==> run_1/clocks.png <==
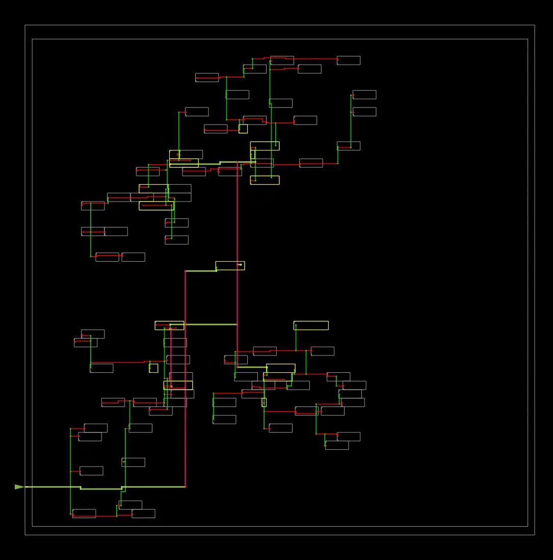
==> run_1/logic_types.png <==
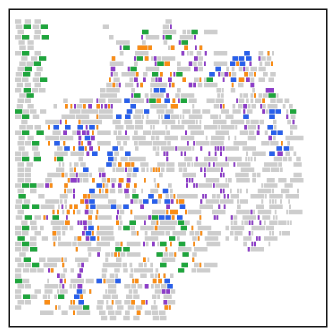
==> run_1/layer_met2.png <==
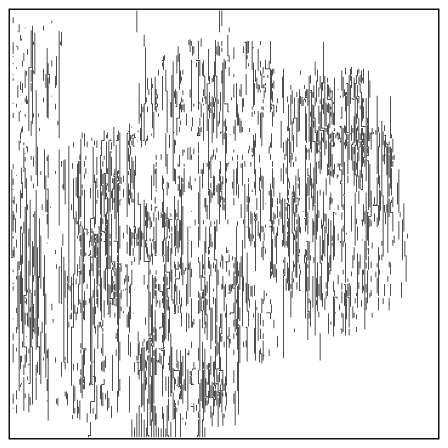
===== src/rtl/dwt_level_sequencer.sv =====
// dwt_level_sequencer
// Runs a multi-level 2-D DWT by framing sample-pair streams into a Dwt97 core.
// Level 0 pulls from the s_* stream; deeper levels pull LL feedback from fb_*.
// After each level's last input beat, the block waits for the core to emit
// width*height/2 output beats before it moves to the next level or completes.
//
// Ports
//   clk_i, rst_i            clock, synchronous active-high reset
//   cfg_start_i             start pulse (IDLE only)
//   cfg_width_i/height_i    level-0 image size in samples
//   cfg_levels_i            number of decomposition levels
//   busy_o, done_o, err_o   status: active, completion pulse, reject pulse
//   level_o                 current level index
//   s_*                     level-0 pair stream {odd, even}
//   fb_*                    LL feedback pair stream (levels >= 1)
//   core_*                  framed stream to the core (sof/eol)
//   out_valid_i/ready_i     core output handshake, observed only
module dwt_level_sequencer #(
  parameter int unsigned DataWidth       = 16,
  parameter int unsigned MaximumSideSize = 512,
  parameter int unsigned MaxLevels       = 5
) (
  input  logic                                clk_i,
  input  logic                                rst_i,
  input  logic                                cfg_start_i,
  input  logic [$clog2(MaximumSideSize):0]    cfg_width_i,
  input  logic [$clog2(MaximumSideSize):0]    cfg_height_i,
  input  logic [$clog2(MaxLevels+1)-1:0]      cfg_levels_i,
  output logic                                busy_o,
  output logic                                done_o,
  output logic                                err_o,
  output logic [$clog2(MaxLevels)-1:0]        level_o,
  output logic                                s_ready_o,
  input  logic                                s_valid_i,
  input  logic [2*DataWidth-1:0]              s_data_i,
  output logic                                fb_ready_o,
  input  logic                                fb_valid_i,
  input  logic [2*DataWidth-1:0]              fb_data_i,
  input  logic                                core_ready_i,
  output logic                                core_valid_o,
  output logic                                core_sof_o,
  output logic                                core_eol_o,
  output logic [2*DataWidth-1:0]              core_data_o,
  input  logic                                out_valid_i,
  input  logic                                out_ready_i
);

  localparam int unsigned SzW   = $clog2(MaximumSideSize) + 1;
  localparam int unsigned LvW   = $clog2(MaxLevels + 1);
  localparam int unsigned LevOW = $clog2(MaxLevels);
  localparam int unsigned OutW  = $clog2(MaximumSideSize * MaximumSideSize / 2 + 1);

  typedef enum logic [2:0] {
    IDLE  = 3'd0,
    FEED  = 3'd1,
    DRAIN = 3'd2,
    NEXT  = 3'd3,
    DONE  = 3'd4
  } state_e;

  state_e            state_q, state_d;
  logic [SzW-1:0]    width_q, width_d;
  logic [SzW-1:0]    height_q, height_d;
  logic [LvW-1:0]    levels_q, levels_d;
  logic [LevOW-1:0]  level_q, level_d;
  logic [SzW-1:0]    col_q, col_d;
  logic [SzW-1:0]    row_q, row_d;
  logic [OutW-1:0]   out_cnt_q, out_cnt_d;
  logic              err_q, err_d;

  logic              cfg_bad_c;
  logic [SzW-1:0]    lvl_mask_c;
  logic [LvW-1:0]    shift_amt_c;
  logic              feed_c;
  logic              sel_fb_c;
  logic              sel_valid_c;
  logic [SzW-1:0]    half_w_c;
  logic              last_col_c;
  logic              last_row_c;
  logic              xfer_c;
  logic              out_beat_c;
  logic [OutW-1:0]   out_target_c;

  // Configuration screening; a shift by levels-1 wraps harmlessly when levels is 0
  always_comb begin
    cfg_bad_c   = 1'b0;
    lvl_mask_c  = SzW'((32'd1 << cfg_levels_i) - 32'd1);
    shift_amt_c = cfg_levels_i - LvW'(1);
    if (cfg_levels_i == '0 || 32'(cfg_levels_i) > MaxLevels) cfg_bad_c = 1'b1;
    if (32'(cfg_width_i) > MaximumSideSize || 32'(cfg_height_i) > MaximumSideSize) cfg_bad_c = 1'b1;
    if ((cfg_width_i & lvl_mask_c) != '0 || (cfg_height_i & lvl_mask_c) != '0) cfg_bad_c = 1'b1;
    if ((cfg_width_i >> shift_amt_c) < SzW'(4) || (cfg_height_i >> shift_amt_c) < SzW'(4)) cfg_bad_c = 1'b1;
  end

  // Source mux and framing; framing depends only on counters, so it holds under stall
  assign feed_c       = (state_q == FEED);
  assign sel_fb_c     = (level_q != '0);
  assign sel_valid_c  = sel_fb_c ? fb_valid_i : s_valid_i;
  assign half_w_c     = width_q >> 1;
  assign last_col_c   = (col_q == half_w_c - SzW'(1));
  assign last_row_c   = (row_q == height_q - SzW'(1));

  assign core_valid_o = feed_c & sel_valid_c;
  assign s_ready_o    = feed_c & ~sel_fb_c & core_ready_i;
  assign fb_ready_o   = feed_c & sel_fb_c & core_ready_i;
  assign core_data_o  = sel_fb_c ? fb_data_i : s_data_i;
  assign core_sof_o   = feed_c & (col_q == '0) & (row_q == '0);
  assign core_eol_o   = feed_c & last_col_c;
  assign xfer_c       = core_valid_o & core_ready_i;

  // Output beats past the level's total are ignored
  assign out_target_c = OutW'((32'(width_q) * 32'(height_q)) >> 1);
  assign out_beat_c   = (state_q == FEED || state_q == DRAIN) && out_valid_i && out_ready_i
                        && (out_cnt_q != out_target_c);

  assign busy_o  = (state_q != IDLE);
  assign done_o  = (state_q == DONE);
  assign err_o   = err_q;
  assign level_o = level_q;

  // State register
  always_ff @(posedge clk_i) begin
    if (rst_i) begin
      state_q   <= IDLE;
      width_q   <= '0;
      height_q  <= '0;
      levels_q  <= '0;
      level_q   <= '0;
      col_q     <= '0;
      row_q     <= '0;
      out_cnt_q <= '0;
      err_q     <= 1'b0;
    end else begin
      state_q   <= state_d;
      width_q   <= width_d;
      height_q  <= height_d;
      levels_q  <= levels_d;
      level_q   <= level_d;
      col_q     <= col_d;
      row_q     <= row_d;
      out_cnt_q <= out_cnt_d;
      err_q     <= err_d;
    end
  end

  // Next-state logic
  always_comb begin
    state_d   = state_q;
    width_d   = width_q;
    height_d  = height_q;
    levels_d  = levels_q;
    level_d   = level_q;
    col_d     = col_q;
    row_d     = row_q;
    out_cnt_d = out_cnt_q;
    err_d     = 1'b0;

    unique case (state_q)
      IDLE: begin
        if (cfg_start_i) begin
          if (cfg_bad_c) begin
            err_d = 1'b1;
          end else begin
            width_d   = cfg_width_i;
            height_d  = cfg_height_i;
            levels_d  = cfg_levels_i;
            level_d   = '0;
            col_d     = '0;
            row_d     = '0;
            out_cnt_d = '0;
            state_d   = FEED;
          end
        end
      end
      FEED: begin
        if (out_beat_c) out_cnt_d = out_cnt_q + OutW'(1);
        if (xfer_c) begin
          if (last_col_c) begin
            col_d = '0;
            if (last_row_c) begin
              row_d   = '0;
              state_d = DRAIN;
            end else begin
              row_d = row_q + SzW'(1);
            end
          end else begin
            col_d = col_q + SzW'(1);
          end
        end
      end
      DRAIN: begin
        if (out_beat_c) out_cnt_d = out_cnt_q + OutW'(1);
        if (out_cnt_q == out_target_c) begin
          state_d = (32'(level_q) + 32'd1 == 32'(levels_q)) ? DONE : NEXT;
        end
      end
      NEXT: begin
        width_d   = width_q >> 1;
        height_d  = height_q >> 1;
        level_d   = level_q + LevOW'(1);
        col_d     = '0;
        row_d     = '0;
        out_cnt_d = '0;
        state_d   = FEED;
      end
      DONE: begin
        state_d = IDLE;
      end
      default: begin
        state_d = IDLE;
      end
    endcase
  end

endmodule

===== config.mk =====
export PLATFORM = sky130hd
export DESIGN_NAME = dwt_level_sequencer
export DESIGN_NICKNAME = d
export VERILOG_FILES = /design/src/rtl/dwt_level_sequencer.sv
export SDC_FILE = /design/constraint.sdc
export NUM_CORES = 1
export LEC_CHECK = 0
export ABC_AREA = 0
export CAP_MARGIN = 10
export CORE_MARGIN = 2
export CORE_UTILIZATION = 35
export CTS_BUF_LIST = sky130_fd_sc_hd__clkbuf_16
export CTS_CLUSTER_SIZE = 12
export DETAILED_ROUTE_END_ITERATION = 16
export GPL_ROUTABILITY_DRIVEN = 0
export PLACE_DENSITY = 0.6
export SKIP_CTS_REPAIR_TIMING = 1
export SLEW_MARGIN = 20
export SYNTH_ARGS = -nofsm -noshare
export SYNTH_HDL_FRONTEND = slang
export SYNTH_SLANG_ARGS = --single-unit

===== constraint.sdc =====
create_clock -name clk_i -period 12.77 [get_ports clk_i]
set_clock_uncertainty 0.2 [all_clocks]
set_input_delay 1.9155 -clock clk_i [delete_from_list [all_inputs] [get_ports clk_i]]
set_output_delay 1.9155 -clock clk_i [all_outputs]
set_load 0.02 [all_outputs]

==> out/qor.yml, run 1 <==
clock_path_buffers: 2
critPathKind: "reg -> reg"
rows: 57
nFillCells: 2456
met1_length_um: 11600
busiest_layer: "met2"
grt_start_max_net_pins: 40
core_um2: 24500
wire_per_inst_um: 17.0
drc: 0
initial_core_util_pct: 35.8
ir_worst_vdd_uv: 51.9
firstDrtPassIters: 5
use_met1_pct: 27.0
synth.mux.area_fraction_pct: 8.35
clkTransAtPathRegs_ns: 0.06
p_total_uw: 564
insertedDiodeCount: 0
xor_area_share_pct: 7.00
aoi_share_pct: 14.7
period_used_pct: 53.3
lay_top_cells: "clkdlybuf4s50_1, nand2_1, inv_1"
io_buffer_count: 137
met3_usage_pct: 2.78
largest_reg_flops: 18
pg_seq_uw: 212
final_util_pct: 43.4
drv_slew: 0
r2r-start: "width_q[4]$_SDFFE_PP0P_"
synth-warning-count: 0
synth_area_um2: 8760
netSwitchingPower_uw: 135
numCtsBuffers: 9
yosys.stat.seqShare_pct: 15.5
post-place-ws_ns: 5.92
clkPwrFrac_pct: 47.7
clock.fmax_ghz: 0.147
flop_cell: "dfxtp_1"
viasPerCell: 5.40
endpoint_kind: "register"
hold_violations: 0
relSlewSlack_pct: 37.9
detail_route.iter0.violations: 533
cp.arrival_ns: 6.82
cp_max_fo: 24
chip_area_um2: 26300
required_ns: 12.79
syn_area_per_cell_um2: 8.16
crit_start: "width_q[4]$_SDFFE_PP0P_"
synth_flops: 68
fin_ws_ns: 5.97
rsz0062_at_grt: "no"
met3_length_um: 1500
final_area_um2: 10600
die_w_um: 162
synth-edff-count: 0
die_h_um: 162
ant_nets: 0
pwr_density_cell_nw_per_um2: 53.1
crit_end: "out_cnt_q[1]$_SDFFE_PP0P_"
nNetsFinal: 1382
root_buffer: "clkbuf_16"
whs_path_depth: 2
status: "finished, final reports clean"
## Picture notes: clocks.png
flop count: 68
# clock sinks: 68

## Picture notes: logic_types.png
legend:
  purple:
    family: nand cells
    cells: 181
    most_used: nand2_1
  blue:
    family: xor and xnor cells
    cells: 70
    most_used: xnor2_1
  orange:
    family: nor cells
    cells: 145
    most_used: nor2_1
  green:
    family: mux cells
    cells: 69
    most_used: mux2i_1

## Picture notes: layer_met2.png
wire length on this layer: 11900 um
longest straight run: 80.8 um
main direction: vertical
nets with wire on the layer: 1125
via count: 8032
routed wire length: 25300 um
global routing usage on met2: 33.1%

run 1: layout make-up:
class / count / area, um^2 / area share [%]
clock buffer: 9 / 225 / 2.12
clock inverter: 7 / 91.3 / 0.861
inverter: 88 / 330 / 3.11
multi-input combinational: 851 / 6800 / 64.1
sequential: 68 / 1360 / 12.8
tap: 324 / 405 / 3.82
timing repair buffer: 141 / 1400 / 13.2
run 1: worst max-delay path: stages (launching register included):
cell and delay, ns:
dfxtp_1 0.84, nand2_1 0.18, fa_1 0.53, fa_1 0.51, inv_1 0.04, ha_1 0.26, inv_1 0.05, fa_1 0.53
inv_1 0.05, fa_1 0.47, ha_1 0.43, and3_1 0.25, a221oi_4 0.38, o21bai_1 0.12, mux2_1 0.34, a2111oi_2 0.38
nand4_2 0.23, nor2_4 0.49, nor3_1 0.12, a211o_1 0.28
--- run 2 (diff from run 1) ---
==> constraint.sdc (replaced) <==
create_clock -name clk_i -period 6.3 [get_ports clk_i]
set_clock_uncertainty 0.2 [all_clocks]
set_input_delay 0.945 -clock clk_i [delete_from_list [all_inputs] [get_ports clk_i]]
set_output_delay 0.945 -clock clk_i [all_outputs]
set_load 0.02 [all_outputs]
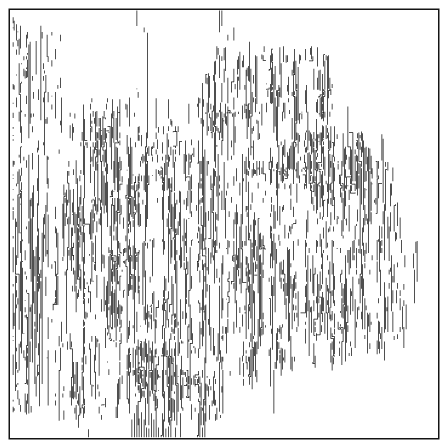
(run_2/layer_met2.png)
main direction: vertical
longest straight run: 64.3 um
nets with wire on the layer: 1179
share of all routed wire: 47%
routed wire length: 25500 um
via count: 8139
global routing usage on met2: 33.8%

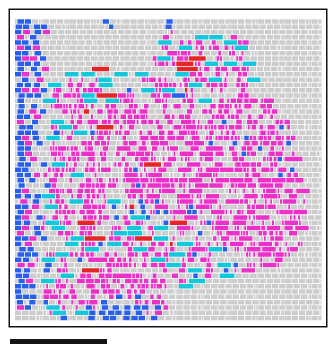
(run_2/placement_by_type.png)
The bar under the picture is 50 um long. Fill, decap, tap and diode cells in gray.
legend:
  red:
    class: clock drivers and dummy loads
    cells: 16
    share_of_their_area: 3.2%
  magenta:
    class: combinational and other logic
    cells: 939
    share_of_their_area: 68%
  blue:
    class: remaining buffers and delay cells
    cells: 178
    share_of_their_area: 16%
  cyan:
    class: sequential cells
    cells: 68
    share_of_their_area: 13%
post-layout util: 45.0%
cell row count: 57

==> run 2 against run 1 <==
Synthesized cell count unchanged. Die area unchanged. Via count increased by 1.3%. Routed wire length increased by 0.72%. Setup slack got worse by 5.6 ns. Register-to-register slack got worse by 5.6 ns. Non-clock buffer count increased by 37. Fmax increased by 14%. Cell count increased by 2.5%. Highest routed layer unchanged.
==> out/qor.yml, run 2 <==
status: "finished, final reports clean"
synth-warning-count: 0
nNetsFinal: 1419
busiest_layer: "met2"
die_w_um: 162
pwr_density_cell_nw_per_um2: 108
use_met1_pct: 26.3
synth_flops: 68
antenna_found_initial: 0
chip_area_um2: 26300
insertedDiodeCount: 0
lay_top_cells: "clkdlybuf4s50_1, nand2_1, inv_1"
core_um2: 24500
post-place-ws_ns: -0.0580
yosys.stat.seqShare_pct: 15.5
clkTransAtPathRegs_ns: 0.06
ant_nets: 0
hold_violations: 0
die_h_um: 162
cp_max_fo: 19
critical_path_depth: 19
initial_core_util_pct: 35.8
wire_per_inst_um: 16.7
critPathKind: "reg -> reg"
root_buffer: "clkbuf_16"
met3_usage_pct: 3.80
endpoint_kind: "register"
crit_path_cell_trace: "buf_4, nand2_1, fa_1, fa_1, fa_1, inv_1, fa_1, ha_1, ha_1, and4_1, a32o_1, and2_1, mux2_1, a2111oi_2, nand4_2, nor2_4, buf_12, nor4_1, mux2i_1"
numCtsBuffers: 9
regArea_um2: 1390
slowest_stage: "fa_1"
fin_ws_ns: 0.316
clock-sinks: 68
cp.arrival_ns: 6.01
met1_length_um: 11600
detail_route.iter0.violations: 464
required_ns: 6.32
hold_end: "out_cnt_q[17]$_SDFFE_PP0P_"
r2r-start: "width_q[1]$_SDFFE_PP0P_"
drc: 0
path_buffers: 3
p_total_uw: 1180
flop_cell: "dfxtp_1"
synth-edff-count: 0
whs_path_depth: 2
final_area_um2: 11000
crit_start: "width_q[1]$_SDFFE_PP0P_"
drv_slew: 0
synth_top_area_share_pct: 15.5
nFillCells: 2455
io_buffer_count: 137
firstDrtPassIters: 5
ir_worst_vdd_uv: 126
synth_area_um2: 8760
clock_path_buffers: 2
mi_logic_area_um2: 6850
crit_family: "adder cells"
-- run 2: cell counts after synthesis --
No cell type changed its count.
-- run 2: logic make-up after synthesis --
group	Yosys count
AOI/OAI and AO/OA	172
xor gates and xnor gates	70
adders and majority gates	128
buffers and inverters	155
DFF	68
muxes	69
and+or+nand+nor	412
-- run 2: where the power goes --
group	total, uW	internal (uW)	switching, uW
Sequential	429	429	0.172
Clock	588	385	203
Combinational	167	94.1	73.0
-- run 2: layout make-up --
cell class                      instances  area share [%]
Tap cell                              324            3.68
Clock inverter                          7            1.05
Clock buffer                            9            2.05
Sequential cell                        68            12.6
Timing Repair Buffer                  178            15.4
Inverter                               88            3.00
Multi-Input combinational cell        851            62.2
Power figures rest on the tool's default switching activity, not on a simulated workload.
